run_1/congestion_map.png
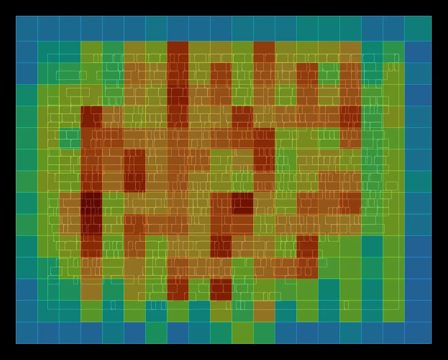
run_1/gates.png
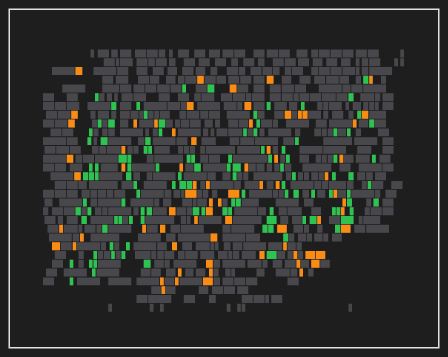
run_1/ff_map.png
The bar under the picture is 50 µm long. Other sequential cells in the stronger gray, the rest of the logic in the fainter gray.
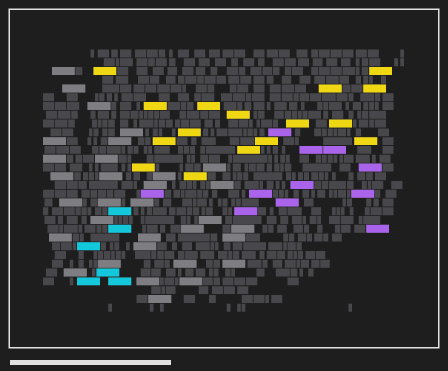
run_1/layers.png
The bar under the picture is 50 µm long. Only two layers are drawn.
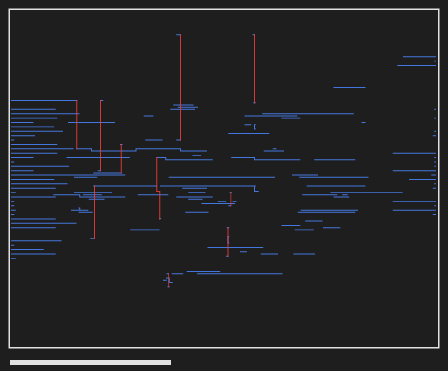
File: src/rtl/mem_reg_sequencer_pkg.sv
`default_nettype none
// ============================================================================
//  Package     : mem_reg_sequencer_pkg
//  Description : Shared types for the SRAM <-> register-file transfer
//                sequencer: operation mode encodings, FSM state encoding and
//                a small helper that classifies read-back modes.
//  Contents    : mode_e      - 2-bit operation code as seen on the mode port
//                state_e     - sequencer FSM states
//                is_read_mode- true for modes that read the SRAM
//  Revision    : 1.0 - initial release
// ============================================================================
package mem_reg_sequencer_pkg;

   typedef enum logic [1:0] {
      MODE_FILL   = 2'd0,
      MODE_LOAD   = 2'd1,
      MODE_STORE  = 2'd2,
      MODE_VERIFY = 2'd3
   } mode_e;

   typedef enum logic [2:0] {
      ST_IDLE  = 3'd0,
      ST_CHECK = 3'd1,
      ST_RUN   = 3'd2,
      ST_DRAIN = 3'd3,
      ST_DONE  = 3'd4
   } state_e;

   // Modes whose data comes back through the SRAM read pipe.
   function automatic logic is_read_mode(input mode_e m);
      return (m == MODE_LOAD) || (m == MODE_VERIFY);
   endfunction

endpackage : mem_reg_sequencer_pkg
`default_nettype wire

File: src/rtl/mem_reg_sequencer_rd_pipe.sv
`default_nettype none
// ============================================================================
//  Module      : rd_lat_pipe
//  Description : LAT-stage shift register carrying a valid bit and a register
//                index alongside an SRAM read, so the returning data can be
//                matched to its destination register. Synchronous flush on rst.
//  Ports       : clk, rst      - clock, synchronous active-high reset
//                valid_i/idx_i - read issued this cycle and its register index
//                valid_o/idx_o - delayed LAT cycles, aligned with SRAM rdata
//  Revision    : 1.0 - initial release
// ============================================================================
module rd_lat_pipe #(
   parameter int LAT   = 1,
   parameter int IDX_W = 5
) (
   input  logic             clk,
   input  logic             rst,
   input  logic             valid_i,
   input  logic [IDX_W-1:0] idx_i,
   output logic             valid_o,
   output logic [IDX_W-1:0] idx_o
);

   logic [LAT-1:0]   valid_q;
   logic [IDX_W-1:0] idx_q [LAT];

   always_ff @(posedge clk) begin
      if (rst) begin
         valid_q <= '0;
         for (int k = 0; k < LAT; k++) begin
            idx_q[k] <= '0;
         end
      end else begin
         valid_q[0] <= valid_i;
         idx_q[0]   <= idx_i;
         for (int k = 1; k < LAT; k++) begin
            valid_q[k] <= valid_q[k-1];
            idx_q[k]   <= idx_q[k-1];
         end
      end
   end

   assign valid_o = valid_q[LAT-1];
   assign idx_o   = idx_q[LAT-1];

endmodule : rd_lat_pipe
`default_nettype wire

File: src/rtl/mem_reg_sequencer.sv
`default_nettype none
// ============================================================================
//  Module      : mem_reg_sequencer
//  Description : start/busy/done sequencer moving words between a single-port
//                synchronous SRAM and a 2R/1W register file. Modes: pattern
//                FILL, LOAD (mem->reg), STORE (reg->mem), VERIFY (compare).
//  Ports       : start_i/mode_i/mem_base_i/reg_base_i/count_i/fill_seed_i
//                              - request, latched in IDLE
//                busy_o/done_o/err_o/mismatch_cnt_o - status
//                mem_*         - SRAM address/write/read
//                reg_*         - register-file read port and write port
//  Revision    : 1.0 - initial release
// ============================================================================
module mem_reg_sequencer #(
   parameter int DATA_W     = 16,
   parameter int ADDR_W     = 11,
   parameter int REG_AW     = 5,
   parameter int MEM_RD_LAT = 1
) (
   input  logic                clk,
   input  logic                rst,
   input  logic                start_i,
   input  logic [1:0]          mode_i,
   input  logic [ADDR_W-1:0]   mem_base_i,
   input  logic [REG_AW-1:0]   reg_base_i,
   input  logic [REG_AW:0]     count_i,
   input  logic [DATA_W-1:0]   fill_seed_i,
   output logic                busy_o,
   output logic                done_o,
   output logic                err_o,
   output logic [REG_AW:0]     mismatch_cnt_o,
   output logic [ADDR_W-1:0]   mem_addr_o,
   output logic                mem_we_o,
   output logic [DATA_W-1:0]   mem_wdata_o,
   input  logic [DATA_W-1:0]   mem_rdata_i,
   output logic [REG_AW-1:0]   reg_rd_addr_o,
   input  logic [31:0]         reg_rd_data_i,
   output logic                reg_wr_en_o,
   output logic [REG_AW-1:0]   reg_wr_addr_o,
   output logic [31:0]         reg_wr_data_o
);

   import mem_reg_sequencer_pkg::*;

   localparam int REG_DEPTH = 2 ** REG_AW;
   localparam int CNT_W     = REG_AW + 1;
   localparam int SUM_W     = ((ADDR_W > CNT_W) ? ADDR_W : CNT_W) + 1;
   localparam int DR_W      = (MEM_RD_LAT > 1) ? $clog2(MEM_RD_LAT) : 1;

   state_e             state_q;
   mode_e              mode_q;
   logic [CNT_W-1:0]   count_q;
   logic [CNT_W-1:0]   idx_q;
   logic [ADDR_W-1:0]  addr_q;
   logic [REG_AW-1:0]  reg_idx_q;
   logic [DATA_W-1:0]  wdata_q;
   logic               we_q;
   logic               busy_q;
   logic               done_q;
   logic               err_q;
   logic [CNT_W-1:0]   mismatch_q;
   logic [DR_W-1:0]    drain_q;

   logic [SUM_W-1:0]   end_d;
   logic               reject_d;
   logic               last_d;
   logic               rd_issue_d;
   logic               mis_hit_d;
   logic               pipe_vld;
   logic [REG_AW-1:0]  pipe_idx;

   // addr_q still holds mem_base during CHECK; the end address must not pass
   // the top of the SRAM, so the sum is formed one bit wider than either term.
   assign end_d    = SUM_W'(addr_q) + SUM_W'(count_q);
   assign reject_d = (count_q == '0)
                  || (count_q > CNT_W'(REG_DEPTH))
                  || (end_d > (SUM_W'(1) << ADDR_W));

   assign last_d     = (idx_q == (count_q - CNT_W'(1)));
   assign rd_issue_d = (state_q == ST_RUN) && is_read_mode(mode_q);

   rd_lat_pipe #(
      .LAT   (MEM_RD_LAT),
      .IDX_W (REG_AW)
   ) u_rd_pipe (
      .clk     (clk),
      .rst     (rst),
      .valid_i (rd_issue_d),
      .idx_i   (reg_idx_q),
      .valid_o (pipe_vld),
      .idx_o   (pipe_idx)
   );

   assign mis_hit_d = pipe_vld && (mode_q == MODE_VERIFY)
                   && (mem_rdata_i != reg_rd_data_i[DATA_W-1:0]);

   always_ff @(posedge clk) begin
      if (rst) begin
         state_q    <= ST_IDLE;
         mode_q     <= MODE_FILL;
         count_q    <= '0;
         idx_q      <= '0;
         addr_q     <= '0;
         reg_idx_q  <= '0;
         wdata_q    <= '0;
         we_q       <= 1'b0;
         busy_q     <= 1'b0;
         done_q     <= 1'b0;
         err_q      <= 1'b0;
         mismatch_q <= '0;
         drain_q    <= '0;
      end else begin
         case (state_q)
            ST_IDLE: begin
               if (start_i) begin
                  mode_q     <= mode_e'(mode_i);
                  count_q    <= count_i;
                  addr_q     <= mem_base_i;
                  reg_idx_q  <= reg_base_i;
                  wdata_q    <= fill_seed_i;
                  idx_q      <= '0;
                  err_q      <= 1'b0;
                  mismatch_q <= '0;
                  busy_q     <= 1'b1;
                  state_q    <= ST_CHECK;
               end
            end
            ST_CHECK: begin
               if (reject_d) begin
                  err_q   <= 1'b1;
                  done_q  <= 1'b1;
                  busy_q  <= 1'b0;
                  state_q <= ST_DONE;
               end else begin
                  we_q    <= !is_read_mode(mode_q);
                  state_q <= ST_RUN;
               end
            end
            ST_RUN: begin
               if (last_d) begin
                  we_q <= 1'b0;
                  if (is_read_mode(mode_q)) begin
                     drain_q <= DR_W'(MEM_RD_LAT - 1);
                     state_q <= ST_DRAIN;
                  end else begin
                     done_q  <= 1'b1;
                     busy_q  <= 1'b0;
                     state_q <= ST_DONE;
                  end
               end else begin
                  idx_q     <= idx_q + CNT_W'(1);
                  addr_q    <= addr_q + ADDR_W'(1);
                  reg_idx_q <= reg_idx_q + REG_AW'(1);   // wraps mod REG_DEPTH
                  wdata_q   <= wdata_q - DATA_W'(1);
               end
            end
            ST_DRAIN: begin
               // The final read returns during the last DRAIN cycle.
               if (drain_q == '0) begin
                  done_q  <= 1'b1;
                  busy_q  <= 1'b0;
                  state_q <= ST_DONE;
               end else begin
                  drain_q <= drain_q - DR_W'(1);
               end
            end
            ST_DONE: begin
               done_q  <= 1'b0;
               state_q <= ST_IDLE;
            end
            default: begin
               we_q    <= 1'b0;
               busy_q  <= 1'b0;
               done_q  <= 1'b0;
               state_q <= ST_IDLE;
            end
         endcase

         // The pipe is empty in IDLE, so this never collides with the clear.
         if (mis_hit_d) begin
            mismatch_q <= mismatch_q + CNT_W'(1);
         end
      end
   end

   assign busy_o         = busy_q;
   assign done_o         = done_q;
   assign err_o          = err_q;
   assign mismatch_cnt_o = mismatch_q;
   assign mem_addr_o     = addr_q;
   assign mem_we_o       = we_q;

   // STORE forwards the combinational register-file read straight to the SRAM.
   assign mem_wdata_o   = (we_q && (mode_q == MODE_STORE)) ? reg_rd_data_i[DATA_W-1:0]
                                                           : wdata_q;
   // VERIFY reads the register that matches the returning SRAM word.
   assign reg_rd_addr_o = (mode_q == MODE_VERIFY) ? pipe_idx : reg_idx_q;

   assign reg_wr_en_o   = pipe_vld && (mode_q == MODE_LOAD);
   assign reg_wr_addr_o = pipe_idx;
   assign reg_wr_data_o = reg_wr_en_o ? 32'(mem_rdata_i) : 32'd0;

   if (DATA_W < 32) begin : g_rd_hi
      logic unused_rd_hi;
      assign unused_rd_hi = ^reg_rd_data_i[31:DATA_W];
   end

endmodule : mem_reg_sequencer
`default_nettype wire

File: config.mk
export PLATFORM = sky130hd
export DESIGN_NAME = mem_reg_sequencer
export DESIGN_NICKNAME = d
export VERILOG_FILES = /design/src/rtl/mem_reg_sequencer_pkg.sv /design/src/rtl/mem_reg_sequencer_rd_pipe.sv /design/src/rtl/mem_reg_sequencer.sv
export SDC_FILE = /design/constraint.sdc
export NUM_CORES = 1
export LEC_CHECK = 0
export CORE_ASPECT_RATIO = 0.75
export CORE_MARGIN = 10
export CORE_UTILIZATION = 48
export DETAILED_ROUTE_END_ITERATION = 10
export PLACE_DENSITY = 0.9
export SKIP_CTS_REPAIR_TIMING = 1
export SYNTH_ARGS = -nofsm -noshare
export SYNTH_HDL_FRONTEND = slang
export SYNTH_SLANG_ARGS = --single-unit
File: constraint.sdc
create_clock -name clk -period 8.1 [get_ports clk]
set_input_delay 1.62 -clock clk [delete_from_list [all_inputs] [get_ports clk]]
set_output_delay 1.62 -clock clk [all_outputs]
set_load 0.1 [all_outputs]
==> Slide: Implementation Results, run 1 <==
Synthesis and Place & Route Summary

Timing
  – Final hold violation count: 0
  – Final worst setup slack: 3.04 ns
  – Clock skew: 0.00477 ns
  – Hold slack: 0.473 ns
  – Final number of setup-violating endpoints: 0
  – Max Freq: 197 MHz
  – Period utilization: 62.5%
  – Min cycle time layout: 5.06 ns
  – Worst-Margin Slew: 1.02 ns
  – Max_slew headroom: 31.7%
  – Setup TNS: 0 ns

Synth
  – Largest area contributor in the netlist: dfxtp_1
  – FFs w/ async S/R, synth: 0%
  – Syn Area/Cell: 7.74 µm²
  – Yosys warns: 0
  – Synth Seq Share: 28.4%
  – Registers, synthesis: 65
  – Synthesized cell area: 4580 µm²
  – Post-synth EDFFs: 0
  – Top post-synthesis cells by count: 78 x nand2_1, 65 x dfxtp_1, 49 x o21ai_0
  – Top cells by area: dfxtp_1 28%, nand2_1 6.4%, o21ai_0 5.4%
  – Synthesized instance count: 592
  – Yosys chip area: 4580 µm²
  – Max-area cell share: 28.4%
  – Synth cell types: 65
  – Count leader, synth: nand2_1

Place
  – GPL Wtd Cong: 0.905
  – Number of I/O port buffers: 138
  – Area post-placement: 5940 µm²
  – Cells after DPL: 825
  – Post-place setup slack: 3.03 ns

Setup path
  – Crit path DAT: 3.44 ns
  – Setup CP Type: in -> out
  – CP max FO: 2
  – Crit-path leading delay family: buffers and inverters
  – Crit-path cells: clkdlybuf4s50_1, mux2_2, clkdlybuf4s50_1
  – CP max stage cell: clkdlybuf4s50_1
  – CP startpoint kind: input port
  – Buf/Inv on CP: 2
  – WP data required: 6.48 ns
  – Slowest Stage Delay on Critical Path: 1.15 ns
  – Crit end category: output port
  – CP most frequent cell: clkdlybuf4s50_1

Die
  – Die W: 133 µm
  – Boundary Pins: 171
  – Die Y: 105 µm
  – Core Rows: 30
  – Placeable Area: 9160 µm²
  – Chip Area: 13900 µm²

Pwr
  – Peak VDD IR: 0.000200 V
  – Internal Pwr Total: 1.02 mW
  – Net load switching power: 1.20 mW
  – Part of the power in registers: 23.5%
  – Clock group: 0.398 mW
  – Clock network power share: 18.0%
  – Power Dens Cells: 355 nW/µm²
  – Top power group: combinational logic
  – Total chip power: 2.22 mW
  – Sw Ratio: 53.9%
  – Comb. pwr: 1.30 mW
  – Leakage Power: 2.31 nW

Finish
  – Final Cell Area: 6240 µm²
  – Nets: 813
  – Layout cells sized above 1: 9.12%
  – Ant diodes: 0
  – Area growth from synthesis to layout: 36.3%

Run status
  – Status: finished clean

Routing
  – Drc violations: 0
  – Via/cell ratio: 5.84
  – Starting DRC count in detailed routing: 448
  – TritonRoute pass-1 iters: 5
  – Final antenna-violating net count: 0

Clock tree
  – Late-Pin Clk Latency: 0.33 ns
  – Clk root buf: clkbuf_16
  – Register clock-pin slew on the reported worst setup and hold paths: 0.05 ns
  – H-tree depth: 3
  – Total CTS buffers: 9
  – CTS tree: done
  – Sinks on Clock Net: 65
  – Clock buffer depth: 2

Worst hold path
  – Hold Crit Class: reg -> reg

Global route
  – Global-route wire length before repair: 25000 µm
  – Vias in the first global route: 4835
  – Final global-route overflow total: 0
  – Maximum number of pins on one net before global-route repair: 59

Run
  – MaxCap Viol Count: 0
  – Tool warnings: 43
Notes on congestion_map.png above:
Tot GR Track Use: 21.1%
met3 global-route usage: 5.69%
GR Layer Usage met2: 36.4%
GR peak layer: met2

Notes on gates.png above:
nand cells -> green  # cells 114
nor cells -> orange  # cells 70
Comb area share: 48.4%
most frequent logic cell in the layout: clkdlybuf4s50_1
final std cells w/o fill: 841

Notes on ff_map.png above:
count_q -> cyan  # placed flops 6, where bottom left
wdata_q -> yellow  # placed flops 16
mem_addr_o -> purple  # placed flops 11
final core utilization: 68.2%
register area: 1300 µm²
sequential power: 0.520 mW

Notes on layers.png above:
M4 -> red  # wire length 153 µm
M3 -> blue  # wire length 1150 µm
via count: 4915
WL final: 15400 µm
DR WL/cell: 18.3 µm

==> run 1: layer usage <==
layer,GRT usage [%],vias to the layer above,routed length [µm]
li1,-,2342,-
met1,25.6,2335,6240
met2,36.4,217,7850
met3,5.69,21,1150
met4,4.47,0,152
met5,0,-,0
==> run 1: cell usage in the layout (no fill, tap or decap), types with 12 or more instances in the layout <==
cell type          n
clkdlybuf4s50_1  137
nand2_1           77
dfxtp_1           65
o21ai_0           49
a21oi_1           42
nor2_1            39
nand3_1           23
mux2_2            21
xor2_1            21
and2_1            19
conb_1            16
inv_1             15
ha_1              13
a31oi_1           12
==> run 1: registers in the layout (all words and copies together), names as in the netlist <==
| signal | count |
|---|---|
| wdata_q | 16 |
| mem_addr_o | 11 |
| count_q | 6 |
| idx_q | 6 |
| mismatch_cnt_o | 6 |
| reg_idx_q | 5 |
| u_rd_pipe.idx_q | 5 |
| state_q | 3 |
| mode_q | 2 |
| busy_o | 1 |
| done_o | 1 |
| err_o | 1 |
| mem_we_o | 1 |
| u_rd_pipe.valid_o | 1 |
==> run 1: logic make-up after synthesis <==
logic type	Yosys count	share of synthesized area (%)
simple gates	229	25.1
compound gates	166	24.4
buf+inv	66	7.07
flops	65	28.4
xor+xnor	28	5.35
mux	23	5.60
fa+ha+maj	14	3.99
other cells	1	0.0818
==> run 1: worst paths after layout <==
check	startpoint	to	slack (ns)	cells past startpoint
min	err_o	err_o	0.47	2
min reg2reg	err_o	err_o	0.47	2
max reg2reg	count_q[1]	reg_idx_q[3]	4.82	9
max	reg_rd_data_i[11]	mem_wdata_o[11]	3.04	3
==> run 1: cell type report <==
cell class	instances	area, µm²
inverters	15	56.3
repair buffers	141	1400
flip-flops and latches	65	1300
fillers	752	2910
well taps	128	160
multi-input cells	476	3020
clock buffers	12	256
clock inverters	4	51.3
run_1/class_map.png
The bar under the picture is 50 µm long.
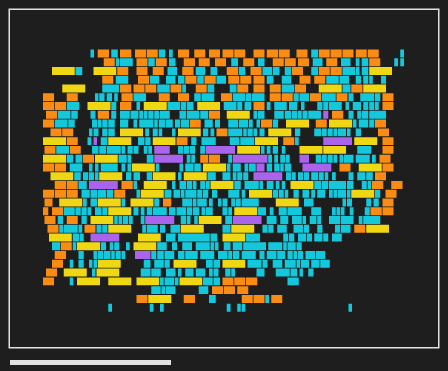

==> inputs of run 2 (changes only) <==
CORE_UTILIZATION = 41   (was 48)
PLACE_DENSITY = 0.82   (was 0.9)
clock period = 4.5 ns   (was 8.1 ns; I/O delays follow)
run_2/class_map.png
The bar under the picture is 50 µm long.
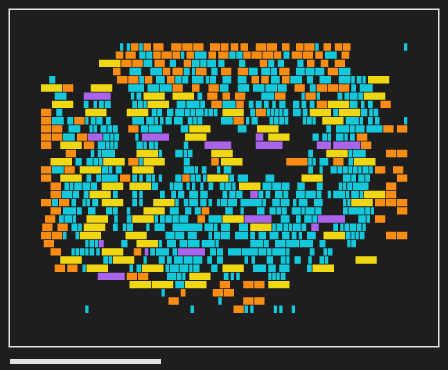
remaining logic cells -> cyan  # cells 491
clock drivers and dummy loads -> purple  # cells 16
remaining buffers and delay cells -> orange  # cells 144
registers -> yellow  # cells 65
Final Cell Area: 6190 µm²
Placeable Area: 10900 µm²

==> run 2 against run 1 <==
Compared with the run above:
- total power rose by 79%
- non-clock buffer count rose by 3
- hold slack got worse by 0.00067 ns
- via count rose by 0.73%
- critical endpoint is now mem_we_o
- largest power group unchanged
==> Slide: Implementation Results, run 2 <==
Synthesis and Place & Route Summary

Clock tree
  – Sinks on Clock Net: 65 (unchanged)
  – Clk root buf: clkbuf_16 (unchanged)
  – Total CTS buffers: 9 (unchanged)
  – Clock buffer depth: 2 (unchanged)
  – H-tree depth: 3 (unchanged)
  – Late-Pin Clk Latency: 0.34 ns (was 0.33 ns)
  – Register clock-pin slew on the reported worst setup and hold paths: 0.06 ns (was 0.05 ns)
  – CTS tree: done (unchanged)

Die
  – Core Rows: 33 (was 30)
  – Die Y: 112 µm (was 105 µm)

Synth
  – Registers, synthesis: 65 (unchanged)
  – Max-area cell share: 28.4% (unchanged)
  – Comb area leader: simple AND/OR/NAND/NOR gates (unchanged)
  – Simple-gate share of the synthesized area: 25.1% (unchanged)
  – Syn Area/Cell: 7.74 µm² (unchanged)
  – Synthesized instance count: 592 (unchanged)
  – Synth Seq Share: 28.4% (unchanged)
  – FFs w/ async S/R, synth: 0% (unchanged)
  – Top cells by area: dfxtp_1 28%, nand2_1 6.4%, o21ai_0 5.4% (unchanged)
  – Top post-synthesis cells by count: 78 x nand2_1, 65 x dfxtp_1, 49 x o21ai_0 (unchanged)
  – Post-synth EDFFs: 0 (unchanged)
  – Synthesized cell area: 4580 µm² (unchanged)
  – Fa+ha+maj area frac: 3.99% (unchanged)
  – Xor/xnor share: 5.35% (unchanged)
  – Yosys warns: 0 (unchanged)

Timing
  – Max Freq: 300 MHz
  – Final hold violation count: 0 (unchanged)
  – Min cycle time layout: 3.34 ns
  – Clock skew: 0.00862 ns (was 0.00477 ns)
  – Final number of setup-violating endpoints: 0 (unchanged)
  – Max_slew headroom: 33.7% (was 31.7%)
  – Setup TNS: 0 ns (unchanged)
  – Worst-Margin Slew: 0.991 ns (was 1.02 ns)

Worst hold path
  – Hold Crit Class: reg -> reg (unchanged)

Pwr
  – Internal Pwr Total: 1.79 mW (was 1.02 mW)
  – Net load switching power: 2.18 mW (was 1.20 mW)
  – Part of the power in registers: 23.8% (was 23.5%)
  – Peak VDD IR: 0.000487 V (was 0.000200 V)
  – Sw Ratio: 55.0% (was 53.9%)
  – Clock network power share: 16.7% (was 18.0%)
  – Total chip power: 3.97 mW (was 2.22 mW)

Global route
  – Tot GR Track Use: 19.0% (was 21.1%)
  – Maximum number of pins on one net before global-route repair: 52 (was 59)

Setup path
  – Crit end category: flop (was output port)
  – CP startpoint kind: flop (was input port)
  – WP data required: 4.76 ns (was 6.48 ns)
  – Setup CP Type: reg -> reg (was in -> out)

Place
  – GPL Wtd Cong: 0.983 (was 0.905)
  – Number of I/O port buffers: 138 (unchanged)
  – Post-place setup slack: 1.11 ns (was 3.03 ns)

Finish
  – Area growth from synthesis to layout: 35.1% (was 36.3%)
  – Biggest register: wdata_q (unchanged)
  – Most frequent logic cell in the layout: clkdlybuf4s50_1 (unchanged)

Run status
  – Status: finished clean (unchanged)

Routing
  – DR WL/cell: 18.4 µm (was 18.3 µm)
run 2: cell counts after synthesis:
No cell type changed its count.
run 2: final timing paths:
kind	startpoint	to	depth (start not counted)	slack, ns
worst min-delay path	err_o	err_o	2	0.47
worst min register to register	err_o	err_o	2	0.47
worst max-delay path	mem_addr_o[0]	mem_we_o	9	1.16
worst max register to register	mem_addr_o[0]	mem_we_o	9	1.16
run 2: layout make-up:
type	count	area [µm²]	area share (%)
Clock inverter	4	27.5	0.445
Tap cell	140	175	2.83
Multi-Input combinational cell	476	3020	48.8
Inverter	15	56.3	0.910
Clock buffer	12	256	4.14
Sequential cell	65	1300	21.0
Timing Repair Buffer	144	1350	21.8
run 2: stage by stage:
stage	cell area, µm²	utilization [%]	instances
floorplan	4640	-	607
finish	6190	56.6	856
global placement	5900	54.0	840
global route	6190	56.6	856
CTS	6190	56.6	856
detailed placement	5900	54.0	840
run 2: power by group through the flow:
stage          clock, mW  combinational (mW)  sequential, mW
5_1_grt            0.708                2.49           0.965
4_1_cts            0.680                2.35           0.933
3_5_place_dp           0                2.34           0.943
2_1_floorplan          0                1.51            1.21
6_report           0.664                2.36           0.943
3_3_place_gp           0                2.28           0.928
run 2: routing by layer:
| layer | vias up | track usage [%] | share of wire [%] |
|---|---|---|---|
| li1 | 2346 | - | - |
| met5 | - | 0 | 0 |
| met3 | 24 | 7.30 | 9.6 |
| met4 | 0 | 4.49 | 1.4 |
| met1 | 2340 | 22.6 | 41 |
| met2 | 241 | 31.4 | 48 |
run 2: worst max-delay path: stages, from the launching register on:
cell and delay (ns):
dfxtp_1 0.38, ha_1 0.28, fa_1 0.42, a211oi_1 0.46, o21ai_0 0.35, and3b_1 0.28, o311a_1 0.32, nand4b_1 0.30
a211o_1 0.32, a21oi_1 0.14
Power is estimated from default activity; no workload was simulated.
